==> config.mk <==
export PLATFORM = sky130hd
export DESIGN_NAME = serial_subtractor_flat
export DESIGN_NICKNAME = d
export VERILOG_FILES = /design/src/rtl/serial_subtractor_pkg.sv /design/src/rtl/serial_subtractor_if.sv /design/src/rtl/serial_subtractor_fs_cell.sv /design/src/rtl/serial_subtractor.sv /design/src/flat_wrapper.sv
export SDC_FILE = /design/constraint.sdc
export NUM_CORES = 1
export LEC_CHECK = 0
export CORE_MARGIN = 2
export CORE_UTILIZATION = 56
export DETAILED_ROUTE_END_ITERATION = 8
export GPL_ROUTABILITY_DRIVEN = 0
export PLACE_DENSITY = 0.86
export SLEW_MARGIN = 20
export SYNTH_ARGS = -nofsm -noshare
export SYNTH_HDL_FRONTEND = slang
export SYNTH_HIERARCHICAL = 1
export SYNTH_SLANG_ARGS = --single-unit
==> constraint.sdc <==
create_clock -name clock -period 2.3 [get_ports clock]
set_input_delay 0.46 -clock clock [delete_from_list [all_inputs] [get_ports clock]]
set_output_delay 0.46 -clock clock [all_outputs]
set_load 0.05 [all_outputs]
==> src/rtl/serial_subtractor_pkg.sv <==
// serial_subtractor_pkg: FSM state encodings and default operand width
package serial_subtractor_pkg;
   localparam int DEF_WIDTH = 8;
   typedef enum logic [1:0] {IDLE = 2'd0, SHIFT = 2'd1, DONE = 2'd2} state_t;
endpackage

==> src/rtl/serial_subtractor_if.sv <==
// serial_subtractor_if: request/result bundle between a requester and the serial subtractor
interface serial_subtractor_if
   import serial_subtractor_pkg::*;
#(parameter int WIDTH = DEF_WIDTH);
   logic             start;
   logic [WIDTH-1:0] a;
   logic [WIDTH-1:0] b;
   logic             bin;
   logic             busy;
   logic             done;
   logic [WIDTH-1:0] diff;
   logic             bout;
   logic             ovf;
   modport master(output start, a, b, bin, input busy, done, diff, bout, ovf);
   modport slave(input start, a, b, bin, output busy, done, diff, bout, ovf);
endinterface

==> src/rtl/serial_subtractor_fs_cell.sv <==
// fs_cell: combinational full-subtractor bit cell computing x - y - z
module fs_cell (
   input  logic x,
   input  logic y,
   input  logic z,
   output logic d,
   output logic b
);
   assign d = x ^ y ^ z;
   assign b = (~x & y) | (~x & z) | (y & z);
endmodule

==> src/rtl/serial_subtractor.sv <==
// serial_subtractor: bit-serial a - b - bin, LSB first, one fs_cell iterated over WIDTH clocks
module serial_subtractor
   import serial_subtractor_pkg::*;
#(parameter int WIDTH = DEF_WIDTH) (
   input logic              clock,
   input logic              reset,
   serial_subtractor_if.slave bus
);
   localparam int CW = $clog2(WIDTH);
   localparam logic [CW-1:0] LAST = CW'(WIDTH - 1);
   state_t           state_q, state_d;
   logic [CW-1:0]    cnt_q, cnt_d;
   logic [WIDTH-1:0] a_sh_q, a_sh_d, b_sh_q, b_sh_d, r_sh_q, r_sh_d, diff_q, diff_d;
   logic             brw_q, brw_d, bout_q, bout_d, ovf_q, ovf_d;
   logic             cell_d, cell_b;
   fs_cell u_cell (.x(a_sh_q[0]), .y(b_sh_q[0]), .z(brw_q), .d(cell_d), .b(cell_b));
   always_comb begin
      state_d = state_q;
      cnt_d   = cnt_q;
      a_sh_d  = a_sh_q;
      b_sh_d  = b_sh_q;
      r_sh_d  = r_sh_q;
      brw_d   = brw_q;
      diff_d  = diff_q;
      bout_d  = bout_q;
      ovf_d   = ovf_q;
      if (state_q == SHIFT) begin
         r_sh_d = {cell_d, r_sh_q[WIDTH-1:1]};
         brw_d  = cell_b;
         a_sh_d = a_sh_q >> 1;
         b_sh_d = b_sh_q >> 1;
         cnt_d  = cnt_q + 1'b1;
         // brw_q still holds the borrow into the MSB on the final bit
         if (cnt_q == LAST) begin
            state_d = DONE;
            diff_d  = r_sh_d;
            bout_d  = cell_b;
            ovf_d   = brw_q ^ cell_b;
         end
      end else if (bus.start) begin
         state_d = SHIFT;
         a_sh_d  = bus.a;
         b_sh_d  = bus.b;
         brw_d   = bus.bin;
         cnt_d   = '0;
      end else begin
         state_d = IDLE;
      end
   end
   always_ff @(posedge clock or posedge reset) begin
      if (reset) begin
         state_q <= IDLE;
         cnt_q   <= '0;
         a_sh_q  <= '0;
         b_sh_q  <= '0;
         r_sh_q  <= '0;
         brw_q   <= 1'b0;
         diff_q  <= '0;
         bout_q  <= 1'b0;
         ovf_q   <= 1'b0;
      end else begin
         state_q <= state_d;
         cnt_q   <= cnt_d;
         a_sh_q  <= a_sh_d;
         b_sh_q  <= b_sh_d;
         r_sh_q  <= r_sh_d;
         brw_q   <= brw_d;
         diff_q  <= diff_d;
         bout_q  <= bout_d;
         ovf_q   <= ovf_d;
      end
   end
   assign bus.busy = (state_q == SHIFT);
   assign bus.done = (state_q == DONE);
   assign bus.diff = diff_q;
   assign bus.bout = bout_q;
   assign bus.ovf  = ovf_q;
endmodule

==> src/flat_wrapper.sv <==
// flat-port wrapper written by rule: the top's interface ports become plain ports
module serial_subtractor_flat import serial_subtractor_pkg::*;
#(parameter int WIDTH = DEF_WIDTH)
  (clock, reset, bus_start, bus_a, bus_b, bus_bin, bus_busy, bus_done, bus_diff, bus_bout, bus_ovf);
  serial_subtractor_if #(.WIDTH(WIDTH)) bus_i ();
  input logic clock;
  input logic reset;
  input wire logic [$bits(bus_i.start)-1:0] bus_start;
  input wire logic [$bits(bus_i.a)-1:0] bus_a;
  input wire logic [$bits(bus_i.b)-1:0] bus_b;
  input wire logic [$bits(bus_i.bin)-1:0] bus_bin;
  output wire logic [$bits(bus_i.busy)-1:0] bus_busy;
  output wire logic [$bits(bus_i.done)-1:0] bus_done;
  output wire logic [$bits(bus_i.diff)-1:0] bus_diff;
  output wire logic [$bits(bus_i.bout)-1:0] bus_bout;
  output wire logic [$bits(bus_i.ovf)-1:0] bus_ovf;
  assign bus_i.start = bus_start;
  assign bus_i.a = bus_a;
  assign bus_i.b = bus_b;
  assign bus_i.bin = bus_bin;
  assign bus_busy = bus_i.busy;
  assign bus_done = bus_i.done;
  assign bus_diff = bus_i.diff;
  assign bus_bout = bus_i.bout;
  assign bus_ovf = bus_i.ovf;
  serial_subtractor #(.WIDTH(WIDTH)) u_core (.clock(clock), .reset(reset), .bus(bus_i));
endmodule
==> run_1/power_grid.png <==
Scale bar: 20 µm. Pins as bars on the die edge.
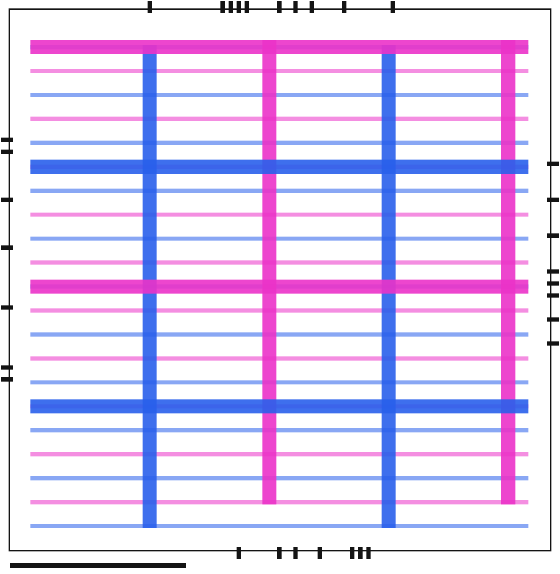
- blue: VSS
- magenta: VDD
- rows: 20
- met1 rails: 21
- met5 straps: 4
- signal pins: 32
- met4 straps: 4

==> run_1/placement_by_type.png <==
Scale bar: 20 µm.
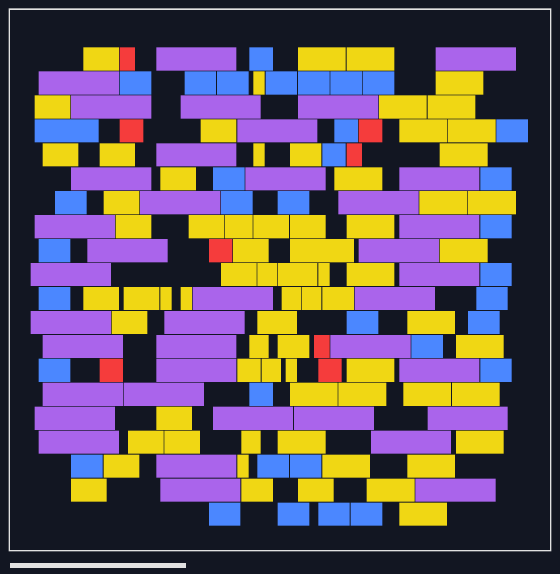
- blue: remaining buffers and delay cells (cells 35; share of their area 16%)
- red: clock drivers and dummy loads (cells 8; share of their area 2.4%)
- purple: sequential cells (cells 39; share of their area 44%)
- yellow: combinational and other logic (cells 71; share of their area 37%)

==> run_1/clk_routes.png <==
Scale bar: 20 µm.
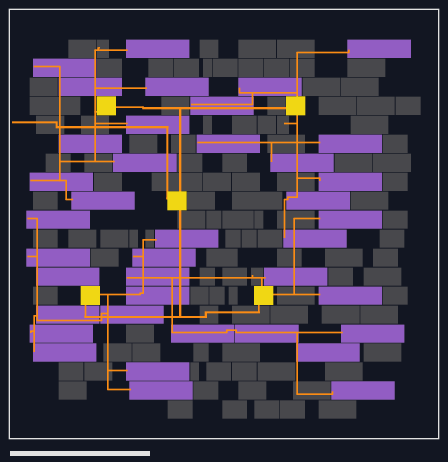
- purple: flip-flops (count 39)
- yellow: clock drivers (count 5)
- orange: clock wires (length 437 µm)
- flops lie: all over the die
- routed clock nets: 6

==> run_1/wires.png <==
Two of the layers only.
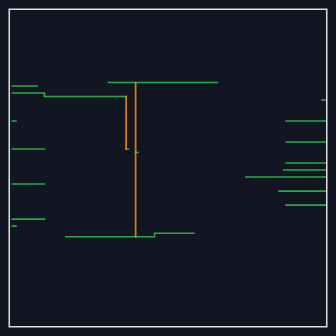
- orange: metal 4 (wire length 40.1 µm)
- green: metal 3 (wire length 158 µm)

==> run summary, run 1 <==
Status on the layout run. Final critical delay including setup and external delays landed at between 2 and 2.5 ns. Number of nets in the layout landed at about 180. Total detailed-routing wirelength landed at 3.18 mm. TritonCTS built the clock tree. Fraction of the mapped netlist area in simple logic gates landed at 2.52%.

Parity-gate share of the synthesized area counting xor and xnor cells landed at less than 1%. Per the detail_route report, the via count comes to 1,011. Looking at the clock tree report, the H-tree level count equals 2.

The worst setup path is of the reg2out kind. Post-layout period usage of the worst path landed at 93.2%. Overall routing resource usage recorded by global route was approximately 20%. Number of rows in the core area landed at 20. Of the total synthesized cell area, the portion taken by full adders, half adders and majority gates is under 10%.

Pin placement for this block handled 32 I/O pins. Per STA, the worst path is made up of nor2b_1 > clkdlybuf4s50_1. By instance count after routing, the leading logic cell type is sky130_fd_sc_hd__dfrtp_1.

Setup slack closes at roughly 0.16 ns. Counting pins that exceed their max-slew limit in the final report gives 0. Effective utilization at floorplan landed at 59.8%. Looking at the clock tree report, the root buffer type is sky130_fd_sc_hd__clkbuf_4.

By area, the combinational part of the netlist is dominated by multiplexers. Required time of the critical path landed at between 1.5 and 2 ns. In this run, distinct cell masters in the synthesized netlist total 16. Buffer levels on the longest clock path landed at 2. Slew at the pin with the worst max-slew slack landed at 0.572 ns.

The script extracted a total leakage power of 1.06 nW. Mean instance size in the synthesized netlist landed at between 15 and 20 µm². The global routing report lists met3 layer usage as between 7 and 8%. The slowest stage of the critical path is the sky130_fd_sc_hd__clkdlybuf4s50_1 cell. Share of the yosys chip area belonging to registers landed at a little over half.

Checking hold timing, the worst path is listed with class reg2reg. The end-of-flow timing check tallies setup violations at 0. Setup repair after global routing left no endpoint under its margin. Hold is met by a little over 0.5 ns. Proportion of netlist area held by the largest area contributor landed at 53.0%. Leaving out filler cells and counting taps, the final layout contains just under 200.

Ratio of cells with drive above 1 in the final layout landed at 41.2%. Count of tool warnings landed at 26. The die covers roughly 3800 µm². Worst-skew pair later-pin latency landed at approximately 0.34 ns. Total standard cell area after synthesis landed at 1840 µm². Highest net fanout along the worst path landed at 3. Cts-stage hold buffer count landed at 0.

Final-report hold violation count landed at 0. For this sky-water flow run, the detailed-routed wirelength per cell is reported as ~16 µm. Global route summary, busiest routing layer listed as met2. Core footprint landed at 3080 µm². Total power after layout landed at ~3.1 mW. Per the synthesis report, the AND-OR/OR-AND share of the synthesized area is 0%. Filler cell count landed at 220.

The registers of the reported paths see a clock transition of ~0.11 ns. Number of synthesized register bits landed at 39. Post-route antenna net violation count landed at 0.

Wire length of the first global-routing pass landed at about 5.3 mm. The worst pin sits at a relative slew slack of approximately 62%. The final layout reports a setup TNS of 0 ns. Total inserted antenna cells landed at 0.

The highest clock rate this design can be run at is between 0.4 and 0.5 GHz. After detailed routing, the number of remaining DRC violations is 0. Signal arrival time at the worst endpoint landed at 1.68 ns.

Summed over all instances, the cell type with the most area after synthesis is sky130_fd_sc_hd__dfrtp_1. Port buffering added 31 buffers. The number of nets in the synthesized netlist is ~140. After detailed placement, the design holds a cell count of about 190. Synthesized instance count landed at approximately 120. Largest net degree at the start of global routing landed at roughly 40. Number of global-route vias before repair landed at 1,121. The flow ran to the end, and the final reports show no timing, DRC or antenna violations. Yosys reports the multiplexer fraction of the synthesized area as a little under two fifths.

The highest supply drop recorded on VDD is roughly 0.0009 V. The floorplan step set the die width to between 60 and 70 µm. The main area contributors are sky130_fd_sc_hd__dfrtp_1 53%, sky130_fd_sc_hd__mux2_4 22%, sky130_fd_sc_hd__mux2_2 13%.

In this run, CTS created clock tree buffers numbering 5. The area growth from synthesis to layout is 22.4%.
## run 1: cells in the mapped netlist (all sizes together)
cell	number
inv	6
xor2	1
mux2	49
buf	5
mux2i	4
dfrtp	39
nor2	2
ha	2
nor2b	3
fa	1
nand3b	1
nand2b	2
## run 1: worst paths after layout
kind	startpoint	end	slack, ns	depth (start not counted)
hold reg to reg	u_core/cnt_q[0]$_DFFE_PP0P_	u_core/cnt_q[0]$_DFFE_PP0P_	0.51	1
setup / recovery	u_core/state_q[0]$_DFFE_PP0P_	bus_done	0.16	2
setup reg to reg	u_core/cnt_q[0]$_DFFE_PP0P_	u_core/bus.diff[3]$_DFFE_PP0P_	0.51	4
max in group asynchronous	reset	u_core/r_sh_q[7]$_DFFE_PP0P_	1.42	3
hold / removal	u_core/cnt_q[0]$_DFFE_PP0P_	u_core/cnt_q[0]$_DFFE_PP0P_	0.51	1
min in group asynchronous	reset	u_core/b_sh_q[7]$_DFFE_PP0P_	0.54	3
## run 1: critical path: cells and delay by family, from the launching register on
family,cells,cell delay [ns]
buf+inv,1,0.81
flops,1,0.41
simple gates,1,0.13
## run 1: cells by family (layout without fill, tap and decap cells)
logic type,Yosys count,in the layout
xor+xnor,1,1
fa+ha+maj,3,3
buf+inv,11,49
flops,39,39
mux,53,53
simple gates,8,8
## run 1: routing by layer
layer / vias to the layer above / share of wire [%]
met5: - / 0
met4: 0 / 1.3
met3: 5 / 5.0
met2: 20 / 51
met1: 516 / 43
li1: 470 / -
## run 1: final cells by class
class / instances / area (µm²) / area share [%]
Clock buffer: 5 / 37.5 / 1.67
Clock inverter: 3 / 15.0 / 0.667
Inverter: 6 / 25.0 / 1.11
Multi-Input combinational cell: 65 / 793 / 35.2
Sequential cell: 39 / 976 / 43.3
Tap cell: 44 / 55.1 / 2.44
Timing Repair Buffer: 35 / 350 / 15.6
## run 1: metrics by stage
stage | util, % | cell area, µm²
after global routing | 73.2 | 2250
after CTS | 73.2 | 2250
after global placement | 71.5 | 2200
after detailed placement | 71.5 | 2200
final | 73.2 | 2250
after floorplan | - | 1840
## run 1: registers in the layout, indices dropped and copies added (netlist names), 2 cells and up
signal and cells:
u_core/bus.diff 8, u_core/cnt_q 3, u_core/a_sh_q 8, u_core/r_sh_q 7, u_core/state_q 2, u_core/b_sh_q 8
## run 1: report_power, final
group          internal (mW)  switching, mW  total [mW]
logic                  0.816          0.758        1.57
registers              0.996          0.188        1.18
clock network          0.114          0.219       0.332
total                   1.93           1.16        3.09
==> run 2: changes to the inputs <==
CORE_UTILIZATION = 52   (was 56)
PLACE_DENSITY = 0.81   (was 0.86)
clock period = 2.43 ns   (was 2.3 ns; I/O delays follow)
==> run_2/placement_by_type.png <==
Scale bar: 20 µm.
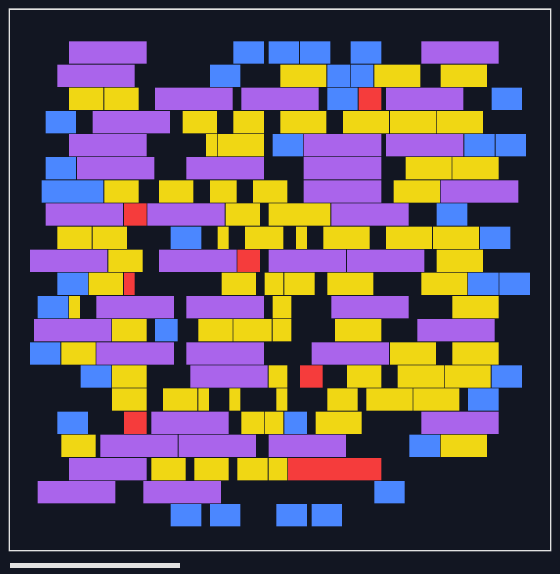
- red: clock drivers and dummy loads (cells 7; share of their area 3.2%)
- yellow: combinational and other logic (cells 71; share of their area 37%)
- purple: sequential cells (cells 39; share of their area 44%)
- blue: remaining buffers and delay cells (cells 35; share of their area 16%)

==> run summary, run 2 <==
Status on the layout run. Mean instance size in the synthesized netlist landed at 16.0 µm² (unchanged). The register-to-register setup slack was 0.65 ns (+0.14 ns). Number of global-route vias before repair landed at 1,111 (-0.89%). Setup repair after global routing left no endpoint under its margin. Top-level port count landed at 32 (unchanged). For reference, the top cells by area after synthesis are sky130_fd_sc_hd__dfrtp_1 53%, sky130_fd_sc_hd__mux2_4 22%, sky130_fd_sc_hd__mux2_2 13%.

Average wire per cell in the routed design landed at 15.9 µm (-1.3%). First-iteration detailed-routing DRC count landed at 30. The max-slew headroom at the worst pin was 60.0% (-1.8 points). The core footprint was 3360 µm² (+9.3%). Per the cell usage report, the commonest logic cells after layout are 39 x sky130_fd_sc_hd__dfrtp_1, 30 x sky130_fd_sc_hd__clkdlybuf4s50_1, 27 x sky130_fd_sc_hd__mux2_4, 22 x sky130_fd_sc_hd__mux2_2. Highest net fanout along the worst path landed at 3 (unchanged). The die is 63.5 µm tall. The startpoint identified for the worst register-to-register timing path is u_core/cnt_q[0]$_DFFE_PP0P_. Number of H-tree branching levels landed at 2 (unchanged). The run finished with clean final reports.

The tree is rooted in a sky130_fd_sc_hd__clkbuf_4. The static leakage came to 1.06 nW (+0.34%). The worst register-to-register path ends at u_core/bus.diff[3]$_DFFE_PP0P_.

Clock transition at the register clock pins on the worst setup and hold paths after CTS landed at 0.11 ns (about the same). The critical path is of the reg2out type. The count of port buffers added during placement came to 31 (unchanged). The number of buffers added by the clock tree synthesis step came to 5 (unchanged). Count of unique library cells instantiated by Yosys landed at 16 (unchanged). Per STA, the endpoint of the critical path is bus_done. The logic depth of the worst setup path including buffers was 2 (unchanged). The cts-stage hold buffer count is 0 (unchanged).

The total inserted antenna cells is 0 (unchanged). By instance count after routing, the leading logic cell type is sky130_fd_sc_hd__dfrtp_1. The synthesis run shows the most used standard cells to be 39 x sky130_fd_sc_hd__dfrtp_1, 27 x sky130_fd_sc_hd__mux2_4, 22 x sky130_fd_sc_hd__mux2_2.

Total detailed-routing wirelength landed at 3.16 mm (-0.79%). The highest ir drop seen on vdd is 0.000827 V (-5.5%). Post-CTS repair changed the size of 0 cells. Buffer levels on the longest clock path landed at 2 (unchanged). Detailed-routing iteration count for the pre-antenna-repair pass landed at 2. The most critical setup path has its startpoint at u_core/state_q[0]$_DFFE_PP0P_. Clock tree skew after final layout landed at roughly 0.0076 ns. Setup fix buffers added after clock tree synthesis landed at 0.

Per the synth stats, the flop cell with the highest instance count is sky130_fd_sc_hd__dfrtp_1. The final hold slack was 0.491 ns (-0.0160 ns). Required time of the critical path landed at 1.94 ns (+0.10 ns). Count of unresolved DRC violations after routing landed at 0 (unchanged). TritonCTS built the clock tree. Largest stage delay on the critical path landed at approximately 0.80 ns. The warning tally printed by Yosys for this design is 6. Signal arrival time at the worst endpoint landed at 1.67 ns (about the same). Count of final setup violators landed at 0 (unchanged). Post-layout period usage of the worst path landed at around nine tenths.

The initial antenna violation count was 0. Of all cell types, the one taking the most synthesized area is sky130_fd_sc_hd__dfrtp_1. The number of nets at floorplan was 138 (unchanged). Maximum operating frequency landed at between 0.4 and 0.5 GHz. The worst path needs 2.16 ns of the cycle, external delays included. Proportion of netlist area held by the largest area contributor landed at 53.0% (unchanged).

Note that the worst hold path type here is in2async. Chip area line of the yosys report landed at roughly 1800 µm². The cell sequence reported for the critical path is nor2b_1 > clkdlybuf4s50_1.

Via density per instance landed at between 5 and 6. The number of synthesized register bits was 39 (unchanged). Total congestion overflow after global routing landed at 0. Global-route usage over all layers landed at 18.1% (-1.9 points). sky130_fd_sc_hd__dfrtp_1 is the most common cell in the netlist. The filler cell count is 260 (+18%). Via count landed at 1,000 (-1.1%).

STA classifies the critical path startpoint as a flop. After synthesis, the design contains approximately 120 cells according to Yosys. Count of tool warnings landed at 26 (unchanged). Worst-skew pair later-pin latency landed at 0.34 ns (about the same).

Power spread over the standard cell area amounts to about 1300 nW/µm². The synthesized instance count is 115 (unchanged). Placement-stage worst setup slack landed at slightly above 0.4 ns. On the critical path, the stage with the largest delay is an instance of sky130_fd_sc_hd__clkdlybuf4s50_1.

Ratio of cells with drive above 1 in the final layout landed at 40.1% (-1.0 points). Tally of max-capacitance violations landed at 0. Final setup slack of the worst path landed at 0.274 ns (+0.118 ns). The largest net degree at the start of global routing is 22 (-45%). Async set-or-reset flop fraction in the synthesized netlist landed at 100% (unchanged). Count of flip-flops with a built-in enable after synthesis landed at 0 (unchanged). The post-route antenna net violation count came to 0 (unchanged).

The number of nets in the layout is 175 (unchanged). Total negative slack landed at 0 ns (unchanged). Total standard cell area after synthesis landed at 1840 µm² (unchanged). The slew at the pin with the worst max-slew slack is 0.600 ns (+0.0278 ns). Width of the chip landed at 63.5 µm (+3.5%). Total clock sinks landed at 39. The final-report hold violation count came to 0 (unchanged). The number of buffers and inverters on the critical path is 1 (unchanged). Share of the yosys chip area belonging to registers landed at 53.0% (unchanged). Number of rows in the core area landed at 21 (+5.0%). Area of the die landed at 4030 µm² (+7.2%). The worst setup path is captured at an output pin. Area growth from synthesis to layout landed at 23.5%. Wire length of the first global-routing pass landed at 5.47 mm (+2.5%). The cell family contributing the most delay on the critical path is buffers and inverters. Effective utilization at floorplan landed at 54.7% (-5.1 points).

The number of cells on the worst reg-to-reg path came to 4 (unchanged). Placed wire-length estimate after detailed placement landed at approximately 2.2 mm. The number of max-slew violations in the final report was 0 (unchanged).
run 2: report_power, final:
part	internal (mW)	switching, mW
Clock	0.212	0.201
Sequential	0.943	0.172
Combinational	0.770	0.712
run 2: area by class of cell:
class	count	area, µm²	area share, %
Clock inverter	1	30.0	1.32
Multi-Input combinational cell	65	793	34.9
Inverter	6	25.0	1.10
Sequential cell	39	976	42.9
Tap cell	46	57.6	2.53
Timing Repair Buffer	35	350	15.4
Clock buffer	6	41.3	1.82
run 2: kinds of logic (layout without fill, tap and decap cells):
kind of cell  Yosys count  in the layout  share of synthesized area (%)
xor+xnor                1              1                          0.476
fa+ha+maj               3              3                           2.45
buf+inv                11             48                           3.88
flops                  39             39                           53.0
mux                    53             53                           37.7
simple gates            8              8                           2.52
run 2: per-layer routing:
metal,share of wire [%],routed length [µm],GRT usage (%),vias up
met4,1.6,49,6.52,0
li1,-,-,-,467
met1,45,1410,23.6,503
met3,4.8,151,6.79,5
met2,49,1550,27.8,25
met5,0,0,0,-
run 2: worst min-delay path by stage:
| stage | startpoint | end |
|---|---|---|
| after floorplan | u_core/cnt_q[0]$_DFFE_PP0P_ | u_core/cnt_q[0]$_DFFE_PP0P_ |
| after global routing | u_core/cnt_q[0]$_DFFE_PP0P_ | u_core/cnt_q[0]$_DFFE_PP0P_ |
| after detailed placement | u_core/cnt_q[0]$_DFFE_PP0P_ | u_core/cnt_q[0]$_DFFE_PP0P_ |
| final | reset | u_core/r_sh_q[4]$_DFFE_PP0P_ |
| after CTS | reset | u_core/b_sh_q[5]$_DFFE_PP0P_ |
| after global placement | u_core/cnt_q[0]$_DFFE_PP0P_ | u_core/cnt_q[0]$_DFFE_PP0P_ |
run 2: through the flow:
step	instances	instance area, µm²	total power, mW	util, %
global route	198	2270	3.19	67.6
floorplan	115	1840	2.22	-
global placement	191	2200	2.56	65.5
CTS	198	2270	3.05	67.6
detailed placement	191	2200	2.62	65.5
finish	198	2270	3.01	67.6
==> run 3: changes to the inputs <==
CAP_MARGIN = 40   (was unset)
CTS_CLUSTER_DIAMETER = 80   (was unset)
REMOVE_ABC_BUFFERS = 1   (was unset)
==> run_3/power_grid.png <==
Scale bar: 20 µm. Pins as bars on the die edge.
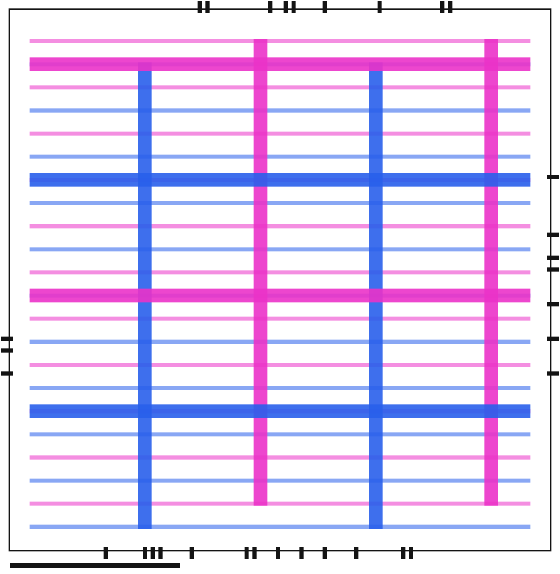
- magenta: VDD
- blue: VSS
- met5 straps: 4
- met4 straps: 4
- signal pins: 32

==> run summary, run 3 <==
Status on the layout run. Tally of max-capacitance violations landed at 0 (unchanged). The final hold slack was 0.498 ns (+0.00688 ns). Highest ir drop seen on vdd landed at 0.000602 V (-27%).

Power per cell area landed at 1290 nW/µm² (-2.5%). The synthesized design spends more area on one cell type than any other, namely sky130_fd_sc_hd__dfrtp_1. Per the timing report, the most critical flop-to-flop path finishes at u_core/bus.diff[5]$_DFFE_PP0P_. STA classifies the critical path startpoint as a flop.

The tightest min-delay check is of the reg2reg type. Final critical delay including setup and external delays landed at 2.19 ns (+0.0350 ns). Core footprint landed at 3360 µm² (unchanged). Register-to-register setup slack landed at 0.69 ns (+0.04 ns). Wire length of the first global-routing pass landed at 5.17 mm (-5.5%). The required time of the critical path is 1.94 ns (about the same).

The count of tool warnings is 25 (-3.8%). In the synthesized netlist the dominant register cell turns out to be sky130_fd_sc_hd__dfrtp_1. The setup fix buffers added after clock tree synthesis was 0 (unchanged). The share of the yosys chip area belonging to registers was 53.0% (unchanged). Counting only logic cells after layout, the most numerous master is sky130_fd_sc_hd__dfrtp_1. The number of cells in Yosys stat came to 115 (unchanged). Placement-stage worst setup slack landed at 0.390 ns (-0.0159 ns). Fraction of the mapped netlist area in simple logic gates landed at 2.52% (unchanged). The area taken by flip-flops and latches came to 976 µm² (unchanged). The count of flip-flops with a built-in enable after synthesis was 0 (unchanged).

The count of port buffers added during placement came to 31 (unchanged). The filler cell count is 258 (-0.77%). The via density per instance is 4.93 (-2.3%). The post-layout period usage of the worst path came to 90.2% (+1.4 points). The number of global-route vias before repair is 1,070 (-3.7%). Highest net fanout along the worst path landed at 3 (unchanged).

Post-CTS resize count landed at 0 (unchanged). Final-report hold violation count landed at 0 (unchanged). For the worst min-delay path, the startpoint reported by OpenROAD is u_core/cnt_q[0]$_DFFE_PP0P_. Count of unresolved DRC violations after routing landed at 0 (unchanged).

The clock transition at the register clock pins on the worst setup and hold paths after CTS is 0.12 ns (about the same). The static leakage is 1.05 nW (-1.5%). The worst-skew pair later-pin latency is 0.33 ns (about the same).

Area fraction in compound gates after synthesis landed at 0% (unchanged). Top-level port count landed at 32 (unchanged). Number of max-slew violations in the final report landed at 0 (unchanged).

Slew at the pin with the worst max-slew slack landed at 0.517 ns (-0.0824 ns). TritonCTS built the clock tree. The final setup slack of the worst path came to 0.239 ns (-0.0350 ns).

Proportion of netlist area held by the largest area contributor landed at 53.0% (unchanged). Largest net degree at the start of global routing landed at 40 (+82%). The area of the die is 4030 µm² (unchanged). Count of unique library cells instantiated by Yosys landed at 16 (unchanged). Area growth from synthesis to layout landed at 22.4%. Ratio of cells with drive above 1 in the final layout landed at 40.8% (+0.66 points). The total negative slack was 0 ns (unchanged). The multiplexer share of the synthesized area was 37.7% (unchanged). The average wire per cell in the routed design came to 14.7 µm (-7.7%). In the hold report, the worst path ends at u_core/cnt_q[0]$_DFFE_PP0P_. The initial antenna violation count was 0 (unchanged). Global-route usage over all layers landed at 16.7% (-1.4 points). The number of buffers added by the clock tree synthesis step came to 5 (unchanged).

The effective utilization at floorplan came to 54.7% (unchanged). Mean instance size in the synthesized netlist landed at 16.0 µm² (unchanged). The placed wire-length estimate after detailed placement is 2.06 mm (-6.1%). The chip area line of the yosys report was 1840 µm² (unchanged). The top cell types in the final layout, fill and taps aside, are 39 x sky130_fd_sc_hd__dfrtp_1, 30 x sky130_fd_sc_hd__clkdlybuf4s50_1, 27 x sky130_fd_sc_hd__mux2_4, 22 x sky130_fd_sc_hd__mux2_2.

Synthesis warning total landed at 6 (unchanged). The commonest cells after synthesis are 39 x sky130_fd_sc_hd__dfrtp_1, 27 x sky130_fd_sc_hd__mux2_4, 22 x sky130_fd_sc_hd__mux2_2. Number of nets in the layout landed at 174 (-0.57%). The end-of-flow core utilization is 67.0% (-0.63 points).

In the synthesized netlist, the dominant kind of combinational cell is multiplexers. Combined area of the multi-input logic cells landed at 793 µm² (unchanged). Number of cells on the worst reg-to-reg path landed at 4 (unchanged).

The number of cells on the worst hold path is listed as 1. The post-route antenna net violation count came to 0 (unchanged). Buffer levels on the longest clock path landed at 2 (unchanged).

The detailed-routing iteration count for the pre-antenna-repair pass is 2 (unchanged). After synthesis, the cell types taking the most area are sky130_fd_sc_hd__dfrtp_1 53%, sky130_fd_sc_hd__mux2_4 22%, sky130_fd_sc_hd__mux2_2 13%. The parity-gate share of the synthesized area counting xor and xnor cells came to 0.476% (unchanged). The first-iteration detailed-routing DRC count is 15 (-50%). For this run the top cell type by instance count after synthesis was sky130_fd_sc_hd__dfrtp_1. The cts-stage hold buffer count came to 0 (unchanged).

Clock tree skew after final layout landed at 0.00748 ns (-0.000132 ns). Height of the die landed at 63.5 µm (unchanged). Async set-or-reset flop fraction in the synthesized netlist landed at 100% (unchanged). Setup repair after global routing left no endpoint under its margin. Total clock sinks landed at 39 (unchanged). Total detailed-routing wirelength landed at 2.92 mm (-7.7%). The flow ran to the end, and the final reports show no timing, DRC or antenna violations. For the worst reg-to-reg path, the startpoint reported by OpenROAD is u_core/cnt_q[0]$_DFFE_PP0P_. The root buffer cell chosen for the clock tree is sky130_fd_sc_hd__clkbuf_4. The maximum operating frequency is 0.456 GHz (-1.6%). Number of H-tree branching levels landed at 2 (unchanged). The synthesized instance count came to 115 (unchanged).

The number of synthesized register bits was 39 (unchanged). Via count landed at 977 (-2.3%). Total standard cell area after synthesis landed at 1840 µm² (unchanged). The adder and majority cell fraction of the synthesized area was 2.45% (unchanged). STA classifies the critical path endpoint as an output pin. Number of non-filler instances in the completed layout landed at 198 (unchanged). Total congestion overflow after global routing landed at 0 (unchanged). Cell count after placement landed at 190 (-0.52%). Count of final setup violators landed at 0 (unchanged). The setup path with the least slack is of type reg2out. The number of rows in the core area is 21 (unchanged).

The max-slew headroom at the worst pin was 65.4% (+5.4 points). The signal arrival time at the worst endpoint came to 1.70 ns (+0.03 ns). The width of the chip was 63.5 µm (unchanged). Total inserted antenna cells landed at 0 (unchanged).
## run 3: worst max-delay path, cell delays in order (launching register included)
cell                              delay, ns
sky130_fd_sc_hd__dfrtp_1               0.42
sky130_fd_sc_hd__nor2b_1               0.13
sky130_fd_sc_hd__clkdlybuf4s50_1       0.82
## run 3: routing by layer
layer / GRT usage, % / share of wire, %
met3: 4.11 / 3.0
met5: 0 / 0
met1: 20.4 / 43
met4: 6.52 / 0.93
met2: 28.3 / 53
## run 3: final cells by class
class	count	area share, %
tap	46	2.56
inverter	6	1.11
clock buffer	5	1.67
multi-input combinational	65	35.2
timing repair buffer	34	15.2
sequential	39	43.3
clock inverter	3	0.889
## run 3: worst max path at each step
| stage | startpoint | slack, ns | cells after the start | endpoint |
|---|---|---|---|---|
| after floorplan | u_core/state_q[1]$_DFFE_PP0P_ | 0.55 | 3 | u_core/r_sh_q[1]$_DFFE_PP0P_ |
| after global placement | bus_start | 0.43 | 4 | u_core/brw_q$_DFFE_PP0P_ |
| after detailed placement | bus_start | 0.39 | 4 | u_core/brw_q$_DFFE_PP0P_ |
| after CTS | u_core/state_q[0]$_DFFE_PP0P_ | 0.21 | 2 | bus_done |
| after global routing | u_core/state_q[0]$_DFFE_PP0P_ | 0.17 | 2 | bus_done |
| final | u_core/state_q[0]$_DFFE_PP0P_ | 0.24 | 2 | bus_done |
## run 3: through the flow
step / power [mW] / area, µm²
final: 2.91 / 2250
after global placement: 2.55 / 2190
after CTS: 2.95 / 2250
after global routing: 3.09 / 2250
after floorplan: 2.19 / 1790
after detailed placement: 2.62 / 2190
## run 3: kinds of logic (layout without fill, tap and decap cells)
family                   after synthesis  count (layout)
XOR/XNOR                               1               1
adder cells (fa/ha/maj)                3               3
buffers and inverters                 11              48
flip-flops                            39              39
multiplexers                          53              53
AND/OR/NAND/NOR                        8               8
## run 3: report_power, final
part,switching [mW],internal (mW),leakage [nW]
registers,0.172,0.943,0.483
logic,0.705,0.767,0.539
clock network,0.211,0.111,0.0272
total,1.09,1.82,1.05

==> screenshots <==
Placement view.
panel A
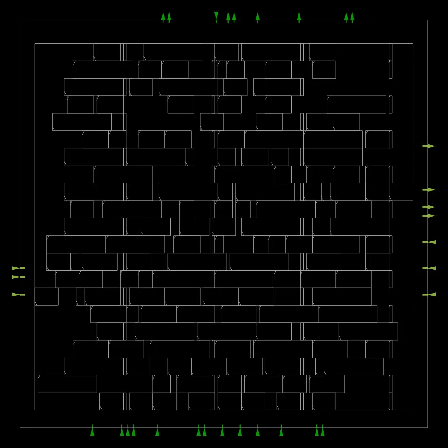
panel B
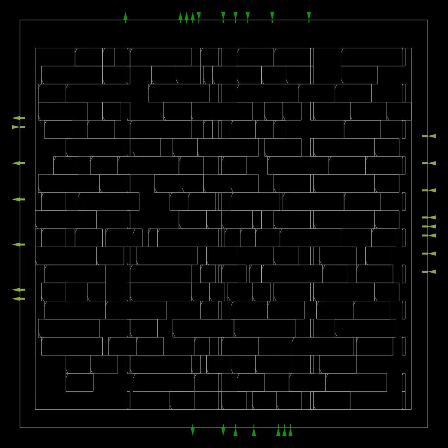
panel C
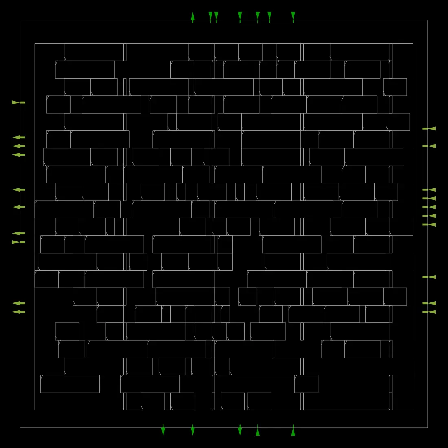
Run 3 is panel A.
Run 1 is panel B.
Run 2 is panel C.

Power is estimated from default activity; no workload was simulated.
